<file path="config.mk">
export PLATFORM = sky130hd
export DESIGN_NAME = ult_min_scan
export DESIGN_NICKNAME = d
export VERILOG_FILES = /design/src/rtl/ult_min_scan.sv
export SDC_FILE = /design/constraint.sdc
export NUM_CORES = 1
export LEC_CHECK = 0
export CELL_PAD_IN_SITES_DETAIL_PLACEMENT = 2
export CELL_PAD_IN_SITES_GLOBAL_PLACEMENT = 2
export CORE_MARGIN = 2
export CORE_UTILIZATION = 36
export DETAILED_ROUTE_END_ITERATION = 16
export DONT_BUFFER_PORTS = 1
export PLACE_DENSITY = 0.72
export SLEW_MARGIN = 20
export SYNTH_ARGS = -nofsm -noshare
export SYNTH_HDL_FRONTEND = slang
export SYNTH_SLANG_ARGS = --single-unit
export TNS_END_PERCENT = 20
</file>
<file path="constraint.sdc">
create_clock -name clk -period 2.1 [get_ports clk]
set_input_delay 0.63 -clock clk [delete_from_list [all_inputs] [get_ports clk]]
set_output_delay 0.63 -clock clk [all_outputs]
set_load 0.005 [all_outputs]
</file>
<file path="src/rtl/ult_min_scan.sv">
// Streaming minimum finder: scans LEN unsigned words and reports the smallest
// value together with its zero-based position (earliest position wins on ties).
`timescale 1ns/1ps
module ult_min_scan #(
  parameter  int WIDTH = 4,
  parameter  int LEN   = 8,
  localparam int IW    = (LEN > 1) ? $clog2(LEN) : 1
) (
  input  logic             clk,
  input  logic             rst_n,
  input  logic             start_i,
  input  logic [WIDTH-1:0] data_i,
  input  logic             data_valid_i,
  output logic             data_ready_o,
  output logic [WIDTH-1:0] min_o,
  output logic [IW-1:0]    idx_o,
  output logic             min_valid_o,
  input  logic             min_ready_i,
  output logic             busy_o
);

  // state | meaning
  // IDLE  | waiting for start_i
  // SCAN  | accepting words, tracking running minimum and its position
  // DONE  | result presented, waiting for min_ready_i
  typedef enum logic [1:0] {
    S_IDLE = 2'd0,
    S_SCAN = 2'd1,
    S_DONE = 2'd2
  } state_t;

  localparam logic [IW-1:0] LAST = IW'(LEN - 1);

  state_t           state_q, state_d;
  logic [IW-1:0]    cnt_q, cnt_d;
  logic [WIDTH-1:0] min_q, min_d;
  logic [IW-1:0]    idx_q, idx_d;
  logic             carry;
  logic             lt;

  // Carry-out of data_i + ~min_q + 1; no carry means data_i < min_q.
  always_comb begin
    carry = 1'b1;
    for (int b = 0; b < WIDTH; b++) begin
      carry = (data_i[b] & ~min_q[b]) | (carry & (data_i[b] ^ ~min_q[b]));
    end
    lt = ~carry;
  end

  always_comb begin
    state_d = state_q;
    cnt_d   = cnt_q;
    min_d   = min_q;
    idx_d   = idx_q;
    case (state_q)
      S_IDLE: begin
        if (start_i) begin
          state_d = S_SCAN;
          cnt_d   = '0;
        end
      end
      S_SCAN: begin
        if (data_valid_i) begin
          cnt_d = cnt_q + IW'(1);
          if ((cnt_q == '0) || lt) begin
            min_d = data_i;
            idx_d = cnt_q;
          end
          if (cnt_q == LAST) begin
            state_d = S_DONE;
          end
        end
      end
      S_DONE: begin
        if (min_ready_i) begin
          state_d = S_IDLE;
        end
      end
      default: state_d = S_IDLE;
    endcase
  end

  always_ff @(posedge clk or negedge rst_n) begin
    if (!rst_n) begin
      state_q <= S_IDLE;
      cnt_q   <= '0;
      min_q   <= '0;
      idx_q   <= '0;
    end else begin
      state_q <= state_d;
      cnt_q   <= cnt_d;
      min_q   <= min_d;
      idx_q   <= idx_d;
    end
  end

  assign data_ready_o = (state_q == S_SCAN);
  assign min_valid_o  = (state_q == S_DONE);
  assign busy_o       = (state_q != S_IDLE);
  assign min_o        = min_q;
  assign idx_o        = idx_q;

endmodule

</file>
==> flow_summary.html <==
<!-- implementation run metrics -->
<table>
<tr><th>Metric</th><th>Value</th></tr>
<tr><th colspan="2">Final timing</th></tr>
<tr><td>Unrepaired setup endpoints after global routing</td><td>false</td></tr>
<tr><td>Clock Skew</td><td>0.00255 ns</td></tr>
<tr><td>Hold_ws</td><td>0.0451 ns</td></tr>
<tr><td>Max-Slew Margin vs Limit</td><td>0.735</td></tr>
<tr><td>Max-slew violation total from the final report</td><td>0</td></tr>
<tr><th colspan="2">Global routing</th></tr>
<tr><td>Wire length of the first global-routing pass</td><td>2.34 mm</td></tr>
<tr><td>GRT Residual Overflow</td><td>0</td></tr>
<tr><td>Vias in the first global route</td><td>492</td></tr>
<tr><td>Met2 layer usage reported by global route</td><td>0.224</td></tr>
<tr><td>Initial antenna violation count</td><td>0</td></tr>
<tr><th colspan="2">Placed design</th></tr>
<tr><td>GPL Wtd Cong</td><td>0.685</td></tr>
<tr><td>Setup slack at placement</td><td>0.0680 ns</td></tr>
<tr><td>Detailed placement HPWL</td><td>1.15 mm</td></tr>
<tr><td>Post-detailed-placement cell area</td><td>712 um^2</td></tr>
<tr><td>PortBufs</td><td>0</td></tr>
<tr><th colspan="2">Floorplan</th></tr>
<tr><td>Fp util</td><td>0.390</td></tr>
<tr><td>Well-tap cell count</td><td>25</td></tr>
<tr><td>Number of placement rows</td><td>15</td></tr>
<tr><td>Vertical die dimension</td><td>47.5 um</td></tr>
<tr><td>Io pins</td><td>19</td></tr>
<tr><td>Placeable core region</td><td>1750 um^2</td></tr>
<tr><th colspan="2">Final layout</th></tr>
<tr><td>Repair and plain buffers</td><td>0</td></tr>
<tr><td>Dominant logic cell type in the layout</td><td>sky130_fd_sc_hd__dfrtp_1</td></tr>
<tr><td>Fraction of area in multi-input gates</td><td>0.468</td></tr>
<tr><td>Flip-flop count of the largest register after layout</td><td>4</td></tr>
<tr><td>Count of non-CTS inverters in the layout</td><td>8</td></tr>
<tr><td>Post-layout instance area</td><td>748 um^2</td></tr>
<tr><td>Nets</td><td>82</td></tr>
<tr><td>Area Overhead vs Synth</td><td>9.93%</td></tr>
<tr><td>Highest-count cells in the layout ignoring fill and taps</td><td>sky130_fd_sc_hd__dfrtp_1 (12), sky130_fd_sc_hd__inv_1 (8), sky130_fd_sc_hd__mux2_1 (6), sky130_fd_sc_hd__ha_1 (6), sky130_fd_sc_hd__o21ai_0 (5)</td></tr>
<tr><td>Clock buffer cells</td><td>4</td></tr>
<tr><td>Filler instances</td><td>206</td></tr>
<tr><td>Comb_multi_in</td><td>42</td></tr>
<tr><td>Clock network area share</td><td>0.0485</td></tr>
<tr><th colspan="2">Synthesis</th></tr>
<tr><td>Simple-gate portion of the synthesized area</td><td>0.121</td></tr>
<tr><td>Yosys top cell by area</td><td>sky130_fd_sc_hd__dfrtp_1</td></tr>
<tr><td>Logic family by area</td><td>AND-OR/OR-AND gates</td></tr>
<tr><td>Number of different library cells in the post-synthesis netlist</td><td>23</td></tr>
<tr><td>Instance tally after logic synthesis</td><td>62</td></tr>
<tr><td>Count of flip-flops with a built-in enable after synthesis</td><td>0</td></tr>
<tr><td>Xor/xnor cell area share of the yosys netlist</td><td>0</td></tr>
<tr><td>Top cells by instance count after synthesis</td><td>sky130_fd_sc_hd__dfrtp_1 (12), sky130_fd_sc_hd__inv_1 (8), sky130_fd_sc_hd__ha_1 (6), sky130_fd_sc_hd__mux2_1 (6), sky130_fd_sc_hd__o21ai_0 (5)</td></tr>
<tr><td>Most popular library cell in the synthesized design by count</td><td>sky130_fd_sc_hd__dfrtp_1</td></tr>
<tr><td>Mean Syn Cell Area</td><td>11.0 um^2</td></tr>
<tr><td>Top cells, area</td><td>sky130_fd_sc_hd__dfrtp_1 (44%), sky130_fd_sc_hd__ha_1 (11%), sky130_fd_sc_hd__mux2_1 (9.9%), sky130_fd_sc_hd__inv_1 (4.4%), sky130_fd_sc_hd__a22o_1 (3.9%)</td></tr>
<tr><td>Flops out of synthesis</td><td>12</td></tr>
<tr><td>Commonest register cell after synthesis</td><td>sky130_fd_sc_hd__dfrtp_1</td></tr>
<tr><td>Adder share</td><td>0.110</td></tr>
<tr><th colspan="2">Setup path</th></tr>
<tr><td>Critical path startpoint category</td><td>flop</td></tr>
<tr><td>Setup crit end</td><td>idx_o[0]</td></tr>
<tr><td>Worst reg2reg setup slack</td><td>0.30 ns</td></tr>
<tr><td>Critical Path, Cell by Cell</td><td>inv_1 &gt; ha_1 &gt; a21oi_1 &gt; o211ai_1 &gt; a21oi_4 &gt; mux2_1</td></tr>
<tr><td>Reg-to-reg critical path endpoint</td><td>idx_o[0]</td></tr>
<tr><td>Largest stage delay, worst path</td><td>0.39 ns</td></tr>
<tr><td>Worst Setup Path Type</td><td>reg2reg</td></tr>
<tr><td>Bufs and invs on worst path</td><td>1</td></tr>
<tr><td>Startpoint of the most critical setup path</td><td>min_o[2]</td></tr>
<tr><th colspan="2">Route</th></tr>
<tr><td>Drt pass-1 iters</td><td>2</td></tr>
<tr><td>Number of DRC markers after the initial detailed-route iteration</td><td>4</td></tr>
<tr><td>Count of nets left with antenna violations after detail routing</td><td>0</td></tr>
<tr><th colspan="2">Clock network</th></tr>
<tr><td>Count of instances resized after the clock tree is built</td><td>0</td></tr>
<tr><td>Hold-fix buffers, CTS</td><td>0</td></tr>
<tr><td>Library cell used as clock root buffer</td><td>sky130_fd_sc_hd__clkbuf_4</td></tr>
<tr><td>Insertion delay to the later sink of the worst-skew pair</td><td>0.27 ns</td></tr>
<tr><td>Clock input transition at the sequential cells of the worst setup and hold paths</td><td>0.08 ns</td></tr>
<tr><td>Clock tree buffer depth</td><td>2</td></tr>
<tr><th colspan="2">Power</th></tr>
<tr><td>Seq pwr</td><td>0.441 mW</td></tr>
<tr><td>Design Power</td><td>1.06 mW</td></tr>
<tr><td>Clock network fraction of design power</td><td>0.174</td></tr>
<tr><td>P_leak</td><td>0.355 nW</td></tr>
<tr><td>Combinational power share</td><td>0.411</td></tr>
<tr><td>Pwr per Cell Area</td><td>1420 nW/um^2</td></tr>
<tr><td>Dominant power group</td><td>registers</td></tr>
<tr><td>Power Clock</td><td>0.185 mW</td></tr>
<tr><td>Switching fraction of total power</td><td>0.384</td></tr>
<tr><th colspan="2">Run status</th></tr>
<tr><td>Run status</td><td>finished clean</td></tr>
<tr><th colspan="2">Run</th></tr>
<tr><td>Max-capacitance violation count</td><td>0</td></tr>
</table>
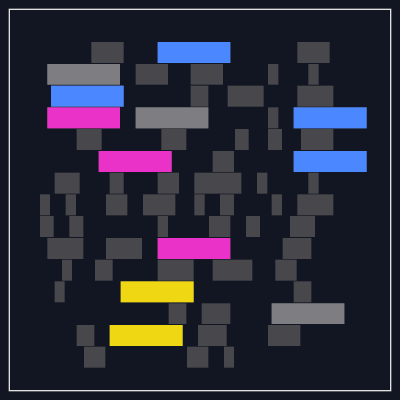
*Sequential cells colored by netlist name*
Drawn at 8 px/um. Other sequential cells in the stronger gray, the rest of the logic in the fainter gray.
[magenta] `cnt_q` | flops: 3
[blue] `min_o` | flops: 4
[yellow] `state_q` | flops: 2
not colored: 3

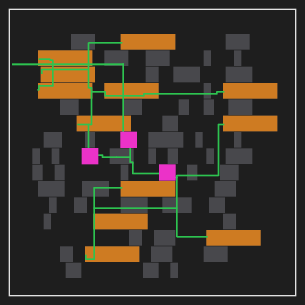
*Clock distribution*
Drawn at 6 px/um.
[magenta] clock drivers | count: 3
[green] clock wires | length: 184 um
[orange] flip-flops | count: 12
routed clock nets: 4

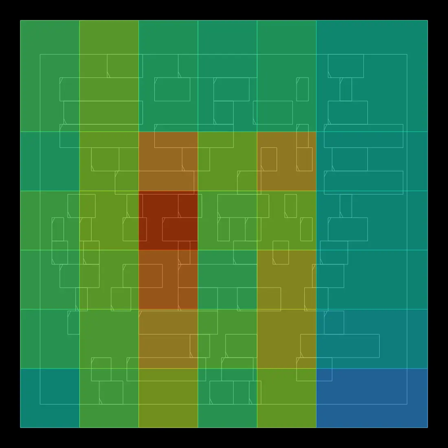
*Congestion heat map*
met1 capacity usage during global routing: 0.213
GRT Max-Usage Layer: met2
met3 demand-to-capacity share in global routing: 0.0491
GRT Util Overall: 0.153

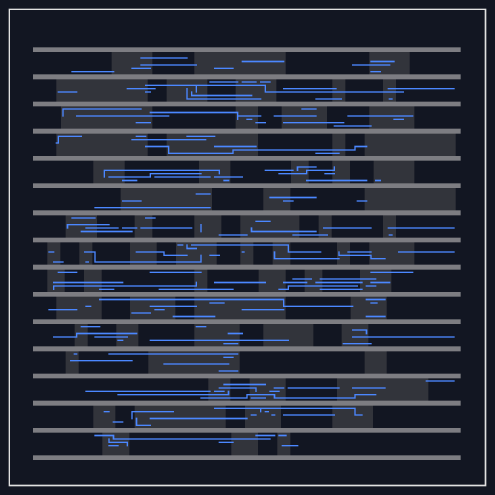
*M1 wires*
Drawn at 10 px/um. Supply wires on this layer in gray. Cells faint in the background.
main direction: horizontal
share of all routed wire: 48%
longest straight run: 18.4 um
nets with wire on the layer: 76

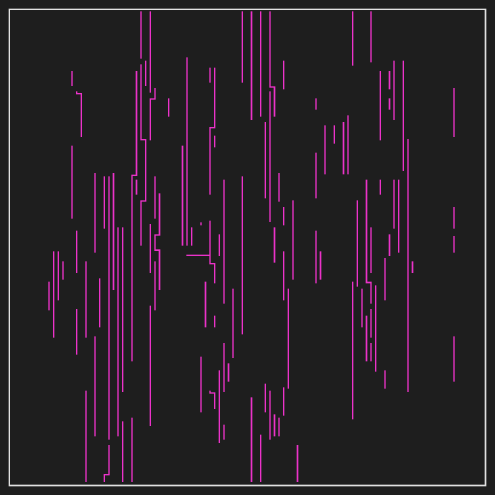
*Met2 routing*
Drawn at 10 px/um.
wire length on this layer: 712 um
main direction: vertical

Power figures rest on the tool's default switching activity, not on a simulated workload.
